## config.mk

```make
export PLATFORM = sky130hd
export DESIGN_NAME = decode_format_arbiter_flat
export DESIGN_NICKNAME = d
export VERILOG_FILES = /design/src/rtl/decode_format_arbiter_if.sv /design/src/rtl/decode_format_arbiter.sv /design/src/flat_wrapper.sv
export SDC_FILE = /design/constraint.sdc
export NUM_CORES = 1
export LEC_CHECK = 0
export CORE_AREA = 3 3 319 321
export DETAILED_ROUTE_END_ITERATION = 10
export DIE_AREA = 0 0 322 324
export PLACE_DENSITY = 0.58
export SYNTH_ARGS = -nofsm -noshare
export SYNTH_HDL_FRONTEND = slang
export SYNTH_SLANG_ARGS = --single-unit
```

## constraint.sdc

```tcl
create_clock -name clock_i -period 14.35 [get_ports clock_i]
set_input_delay 1.435 -clock clock_i [delete_from_list [all_inputs] [get_ports clock_i]]
set_output_delay 1.435 -clock clock_i [all_outputs]
set_load 0.02 [all_outputs]
```

## src/rtl/decode_format_arbiter_if.sv

```systemverilog
// decode_format_arbiter_if: requester, downstream and status signals of the decode format arbiter
interface decode_format_arbiter_if #(
   parameter int NUM_REQ = 4,
   parameter int PAYLOAD_W = 160,
   parameter int DEPTH = 4
);
   logic flush_i;
   logic [NUM_REQ-1:0] reqValid_i;
   logic [NUM_REQ*PAYLOAD_W-1:0] reqPayload_i;
   logic [NUM_REQ-1:0] grant_o;
   logic [NUM_REQ-1:0] stall_o;
   logic enable_o;
   logic [PAYLOAD_W-1:0] payload_o;
   logic stall_i;
   logic [$clog2(DEPTH):0] count_o;
   modport master (
      output flush_i, reqValid_i, reqPayload_i, stall_i,
      input grant_o, stall_o, enable_o, payload_o, count_o
   );
   modport slave (
      input flush_i, reqValid_i, reqPayload_i, stall_i,
      output grant_o, stall_o, enable_o, payload_o, count_o
   );
endinterface

```

## src/rtl/decode_format_arbiter.sv

```systemverilog
// decode_format_arbiter: round-robin arbiter from format decoders into an in-order output buffer
module decode_format_arbiter #(
   parameter int NUM_REQ = 4,
   parameter int PAYLOAD_W = 160,
   parameter int DEPTH = 4
) (
   input logic clock_i,
   input logic reset_i,
   decode_format_arbiter_if.slave bus
);
   localparam int AW = $clog2(DEPTH);
   localparam int IW = $clog2(NUM_REQ);
   logic [PAYLOAD_W-1:0] mem [DEPTH];
   logic [PAYLOAD_W-1:0] pl [NUM_REQ];
   logic [AW-1:0] rd_ptr, wr_ptr;
   logic [IW-1:0] last_grant, gidx;
   logic full, pop, push, grant_ok;
   for (genvar i = 0; i < NUM_REQ; i++) begin : g_pl
      assign pl[i] = bus.reqPayload_i[(NUM_REQ-1-i)*PAYLOAD_W +: PAYLOAD_W];
   end
   assign full = bus.count_o == (AW+1)'(DEPTH);
   assign bus.enable_o = bus.count_o != '0;
   assign pop = bus.enable_o && !bus.stall_i && !bus.flush_i && !reset_i;
   assign grant_ok = (!full || pop) && !bus.flush_i && !reset_i;
   assign push = |bus.grant_o;
   assign bus.stall_o = bus.reqValid_i & ~bus.grant_o;
   // Scan farthest-first so the nearest valid requester after last_grant wins.
   always_comb begin
      bus.grant_o = '0;
      gidx = last_grant;
      for (int k = NUM_REQ; k >= 1; k--) begin
         if (grant_ok && bus.reqValid_i[IW'((int'(last_grant) + k) % NUM_REQ)]) begin
            gidx = IW'((int'(last_grant) + k) % NUM_REQ);
            bus.grant_o = NUM_REQ'(1) << gidx;
         end
      end
   end
   always_ff @(posedge clock_i) begin
      if (push) mem[wr_ptr] <= pl[gidx];
   end
   // payload_o is a register tracking the head so it holds its last value once empty.
   always_ff @(posedge clock_i) begin
      if (reset_i) begin
         rd_ptr <= '0;
         wr_ptr <= '0;
         bus.count_o <= '0;
         bus.payload_o <= '0;
         last_grant <= IW'(NUM_REQ-1);
      end else if (bus.flush_i) begin
         rd_ptr <= '0;
         wr_ptr <= '0;
         bus.count_o <= '0;
      end else begin
         if (push) wr_ptr <= wr_ptr + 1'b1;
         if (push) last_grant <= gidx;
         if (pop) rd_ptr <= rd_ptr + 1'b1;
         bus.count_o <= bus.count_o + (AW+1)'(push) - (AW+1)'(pop);
         if (push && (bus.count_o == '0 || (bus.count_o == (AW+1)'(1) && pop)))
            bus.payload_o <= pl[gidx];
         else if (pop && bus.count_o > (AW+1)'(1))
            bus.payload_o <= mem[rd_ptr + 1'b1];
      end
   end
endmodule

```

## src/flat_wrapper.sv

```systemverilog
// flat-port wrapper written by rule: the top's interface ports become plain ports
module decode_format_arbiter_flat 
#(
   parameter int NUM_REQ = 4,
   parameter int PAYLOAD_W = 160,
   parameter int DEPTH = 4
)
  (clock_i, reset_i, bus_flush_i, bus_reqValid_i, bus_reqPayload_i, bus_stall_i, bus_grant_o, bus_stall_o, bus_enable_o, bus_payload_o, bus_count_o);
  decode_format_arbiter_if #(.NUM_REQ(NUM_REQ), .PAYLOAD_W(PAYLOAD_W), .DEPTH(DEPTH)) bus_i ();
  input logic clock_i;
  input logic reset_i;
  input wire logic [$bits(bus_i.flush_i)-1:0] bus_flush_i;
  input wire logic [$bits(bus_i.reqValid_i)-1:0] bus_reqValid_i;
  input wire logic [$bits(bus_i.reqPayload_i)-1:0] bus_reqPayload_i;
  input wire logic [$bits(bus_i.stall_i)-1:0] bus_stall_i;
  output wire logic [$bits(bus_i.grant_o)-1:0] bus_grant_o;
  output wire logic [$bits(bus_i.stall_o)-1:0] bus_stall_o;
  output wire logic [$bits(bus_i.enable_o)-1:0] bus_enable_o;
  output wire logic [$bits(bus_i.payload_o)-1:0] bus_payload_o;
  output wire logic [$bits(bus_i.count_o)-1:0] bus_count_o;
  assign bus_i.flush_i = bus_flush_i;
  assign bus_i.reqValid_i = bus_reqValid_i;
  assign bus_i.reqPayload_i = bus_reqPayload_i;
  assign bus_i.stall_i = bus_stall_i;
  assign bus_grant_o = bus_i.grant_o;
  assign bus_stall_o = bus_i.stall_o;
  assign bus_enable_o = bus_i.enable_o;
  assign bus_payload_o = bus_i.payload_o;
  assign bus_count_o = bus_i.count_o;
  decode_format_arbiter #(.NUM_REQ(NUM_REQ), .PAYLOAD_W(PAYLOAD_W), .DEPTH(DEPTH)) u_core (.clock_i(clock_i), .reset_i(reset_i), .bus(bus_i));
endmodule
```

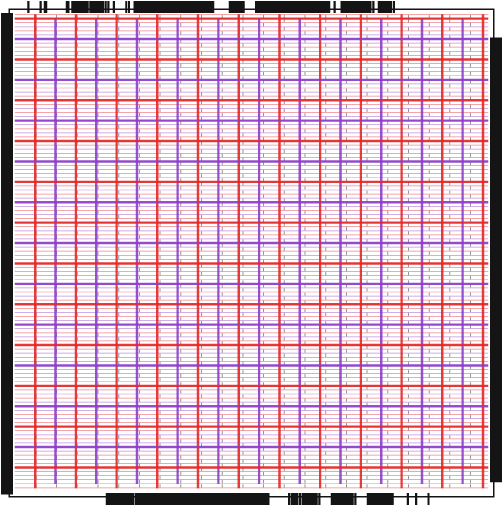
*Power grid*
Drawn at 1.5 px/um. Pins as bars on the die edge. Tap cells in gray.
net	color
VSS	red
VDD	purple
met4 straps	23
tap cells	1298

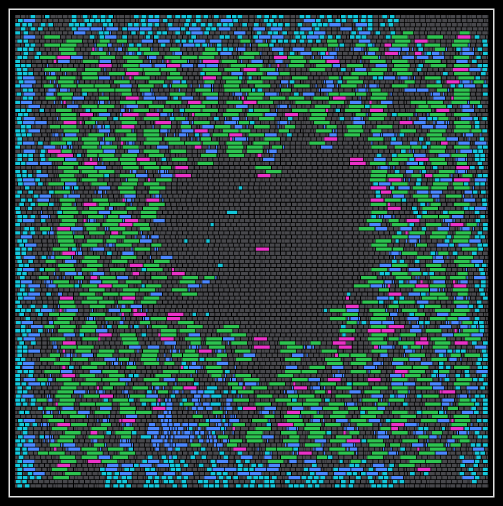
*Cell classes on the final placement*
Drawn at 1.5 px/um. Fill, decap, tap and diode cells in gray.
class	color	cells	share of their area
clock drivers and dummy loads	magenta	168	6.7%
sequential cells	green	809	49%
remaining logic cells	blue	1063	26%
remaining buffers and delay cells	cyan	848	18%

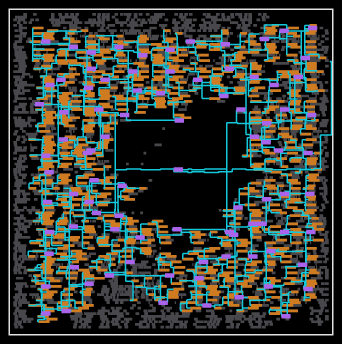
*Clock wires, drivers and flops*
Drawn at 1 px/um.
[clock wires] cyan | length: 9840 um
[clock-net drivers] purple | count: 90
[flip-flops] orange | count: 809
routed clock nets	91
flops lie	all over the die

==> impl_metrics.env <==
# implementation run metrics
export IMPL_crit_path_max_cell_delay_ns=0.88
export IMPL_logic_area_um2=10700
export IMPL_critical_path_reg2reg_startpoint="u_core.last_grant[0]"
export IMPL_route_layer_met1_wl_mm=39.7
export IMPL_drt_total_wl_mm=103
export IMPL_worst_flop_to_flop_path_endpoint="u_core.bus.payload_o[40]"
export IMPL_syn_avg_cell_area_um2=17.6
export IMPL_nWellTaps=1298
export IMPL_clockBufferDepth=3
export IMPL_non_clock_inverter_count=334
export IMPL_edff_count_synth=640
export IMPL_cts_htree_levels=3
export IMPL_nMultiInputCombCells=729
export IMPL_synth_async_reset_ratio_pct=0
export IMPL_count_of_input_and_output_buffers=819
export IMPL_clock_buffer_count=125
export IMPL_timing_reg2reg_setup_slack_ns=9.21
export IMPL_critical_path_endpoint_type="output pin"
export IMPL_yosysMostFrequentCell="edfxtp_1"
export IMPL_holdCritPathClass="reg2reg"
export IMPL_report_power_total_uw=6410
export IMPL_holdPathEnd="u_core.bus.payload_o[41]"
export IMPL_topRoutingLayerUsed="met5"
export IMPL_antenna_violating_nets_post_route=0
export IMPL_globalRoute_totalOverflow=0
export IMPL_synth_area_top_cells="edfxtp_1 (55%), mux4_2 (21%), dfxtp_1 (9.6%), o221ai_2 (4.2%), inv_1 (3.6%)"
export IMPL_final_setup_skew_ns=0.0347
export IMPL_ir_worst_vdd_v=0.0000822
export IMPL_cts_tree="yes"
export IMPL_comb_area_share_pct=22.4
export IMPL_ys_area_um2=35100
export IMPL_post_cts_buffers=0
export IMPL_worst_skew_pair_latency_ns=0.65
export IMPL_rsz0062_at_grt="no"
export IMPL_chip_area_um2=104000
export IMPL_startpoint_type="primary input"
export IMPL_met3WireLength_mm=8.19
export IMPL_drcViolationCount=0
export IMPL_slew_violations=0
export IMPL_gp_congestion=0.823
export IMPL_count_of_synthesis_stage_warnings_from_yosys=0
export IMPL_run_status="completed"
export IMPL_routed_via_count=21400
export IMPL_worst_path_most_repeated_cell="clkdlybuf4s50_1"
export IMPL_worst_slew_pin_slew_ns=1.09
export IMPL_synth_net_count=2657
export IMPL_critical_path_data_required_time_ns=12.91
export IMPL_synthFlopType="edfxtp_1"
export IMPL_worst_setup_hold_path_clk_slew_ns=0.06
export IMPL_nNetsFinal=3472
export IMPL_ff2ff_path_depth=12
export IMPL_cts_hold_buffers=0
export IMPL_drtIter0Drc=1314
export IMPL_wl_per_cell_um=24.5
export IMPL_timing_hold_worst_path_depth=2
export IMPL_power_density_nw_per_um2=134
export IMPL_via_count_of_the_first_global_routing_pass=22800
export IMPL_path_class="in2out"
export IMPL_cell_type_of_the_slowest_stage_on_the_worst_timing_path="clkdlybuf4s50_1"
export IMPL_nonClockBufferCount=848
export IMPL_timing_critical_path_to="bus_grant_o[0]"
export IMPL_arrival_ns=4.41
export IMPL_yosys_cell_types_count=44
export IMPL_final_clk_cell_share_pct=6.47
export IMPL_area_dominant_class="sequential cells"
export IMPL_track_usage_pct=19.2
export IMPL_nFillCells=8510
export IMPL_regArea_um2=22600
export IMPL_yosysSeqAreaShare_pct=64.4
export IMPL_setup_worst_path_start="bus_reqValid_i[3]"
export IMPL_synth_top_area_share_pct=54.7
export IMPL_core_util_floorplan_pct=35.3
export IMPL_total_clock_buffers_created_by_cts=90
export IMPL_synth_yosys_num_cells=1997
export IMPL_area_overhead_vs_synth_pct=36.1
export IMPL_path_cells="clkdlybuf4s50_1 -> mux4_2 -> nor2b_1 -> a221oi_1 -> o31ai_2 -> clkdlybuf4s50_1"
export IMPL_drt_pass1_iter_count=6
export IMPL_cts_root_buffer="clkbuf_16"
export IMPL_rows=116
export IMPL_synth_cells_most_frequent="edfxtp_1 (640), inv_1 (334), mux4_2 (324)"
export IMPL_area_of_the_core_region_um2=99600
export IMPL_cts_resized=0
export IMPL_warnings=44
export IMPL_peak_fanout_along_the_critical_path=9
export IMPL_grt_antenna_before_repair=18
export IMPL_fraction_of_the_cycle_the_final_worst_path_needs_pct=40.7
export IMPL_floorplan_die_height_um=324
export IMPL_hold_viol_final=0
export IMPL_cts_num_sinks=809
export IMPL_grt_max_degree=115
export IMPL_die_x_um=322
placed cells by master, fill, tap and decap left out, drive strengths merged, types with 2 or more instances in the layout:
master and instances:
clkdlybuf4s50 819, edfxtp 640, inv 338, mux4 324
dfxtp 169, nand2 160, o221ai 160, clkbuf 125
buf 29, clkinv 25, nor2b 14, ha 11
diode 10, nor2 10, bufinv 10, o31ai 5
or3 5, a221oi 4, nand3 4, mux2i 4
clkinvlp 4, xnor2 4, or2 3, nor3 2
a31oi 2
logic make-up after synthesis:
family          count (synthesis)  synth area share (%)
compound gates                179                  6.31
fa+ha+maj                      12                 0.449
simple gates                  204                  2.44
flops                         809                  64.4
xor+xnor                        5                 0.125
buf+inv                       459                  5.36
mux                           329                  20.9
layer usage:
metal | vias up | GRT usage (%)
met5 | - | 0
met2 | 853 | 33.6
met3 | 159 | 5.13
met1 | 10900 | 23.3
met4 | 12 | 5.53
li1 | 9484 | -
where the power goes:
part / switching, uW / total [uW] / internal [uW]
clock: 939 / 2350 / 1410
sequential: 70.6 / 2890 / 2820
combinational: 630 / 1170 / 540
per-stage QoR:
stage	cells	cell area (um^2)	util (%)	worst slack, ns
3_5_place_dp	4018	44700	44.9	8.37
4_1_cts	4186	47800	48.0	8.55
3_3_place_gp	4018	44700	44.9	8.49
5_1_grt	4186	47800	48.0	8.36
6_report	4196	47800	48.0	8.51
2_1_floorplan	1997	35100	-	3.26
flip-flops by register name (all words and copies together) (netlist names):
register and flops:
u_core.wr_ptr 2, u_core.bus.payload_o 160, u_core.bus.count_o 3, u_core.rd_ptr 2, u_core.mem 640, u_core.last_grant 2
critical path: cells and delay by family:
kind	cells	cell delay, ns
buf+inv	2	1.42
mux	1	0.58
compound gates	2	0.66
simple gates	1	0.30
Power figures rest on the tool's default switching activity, not on a simulated workload.
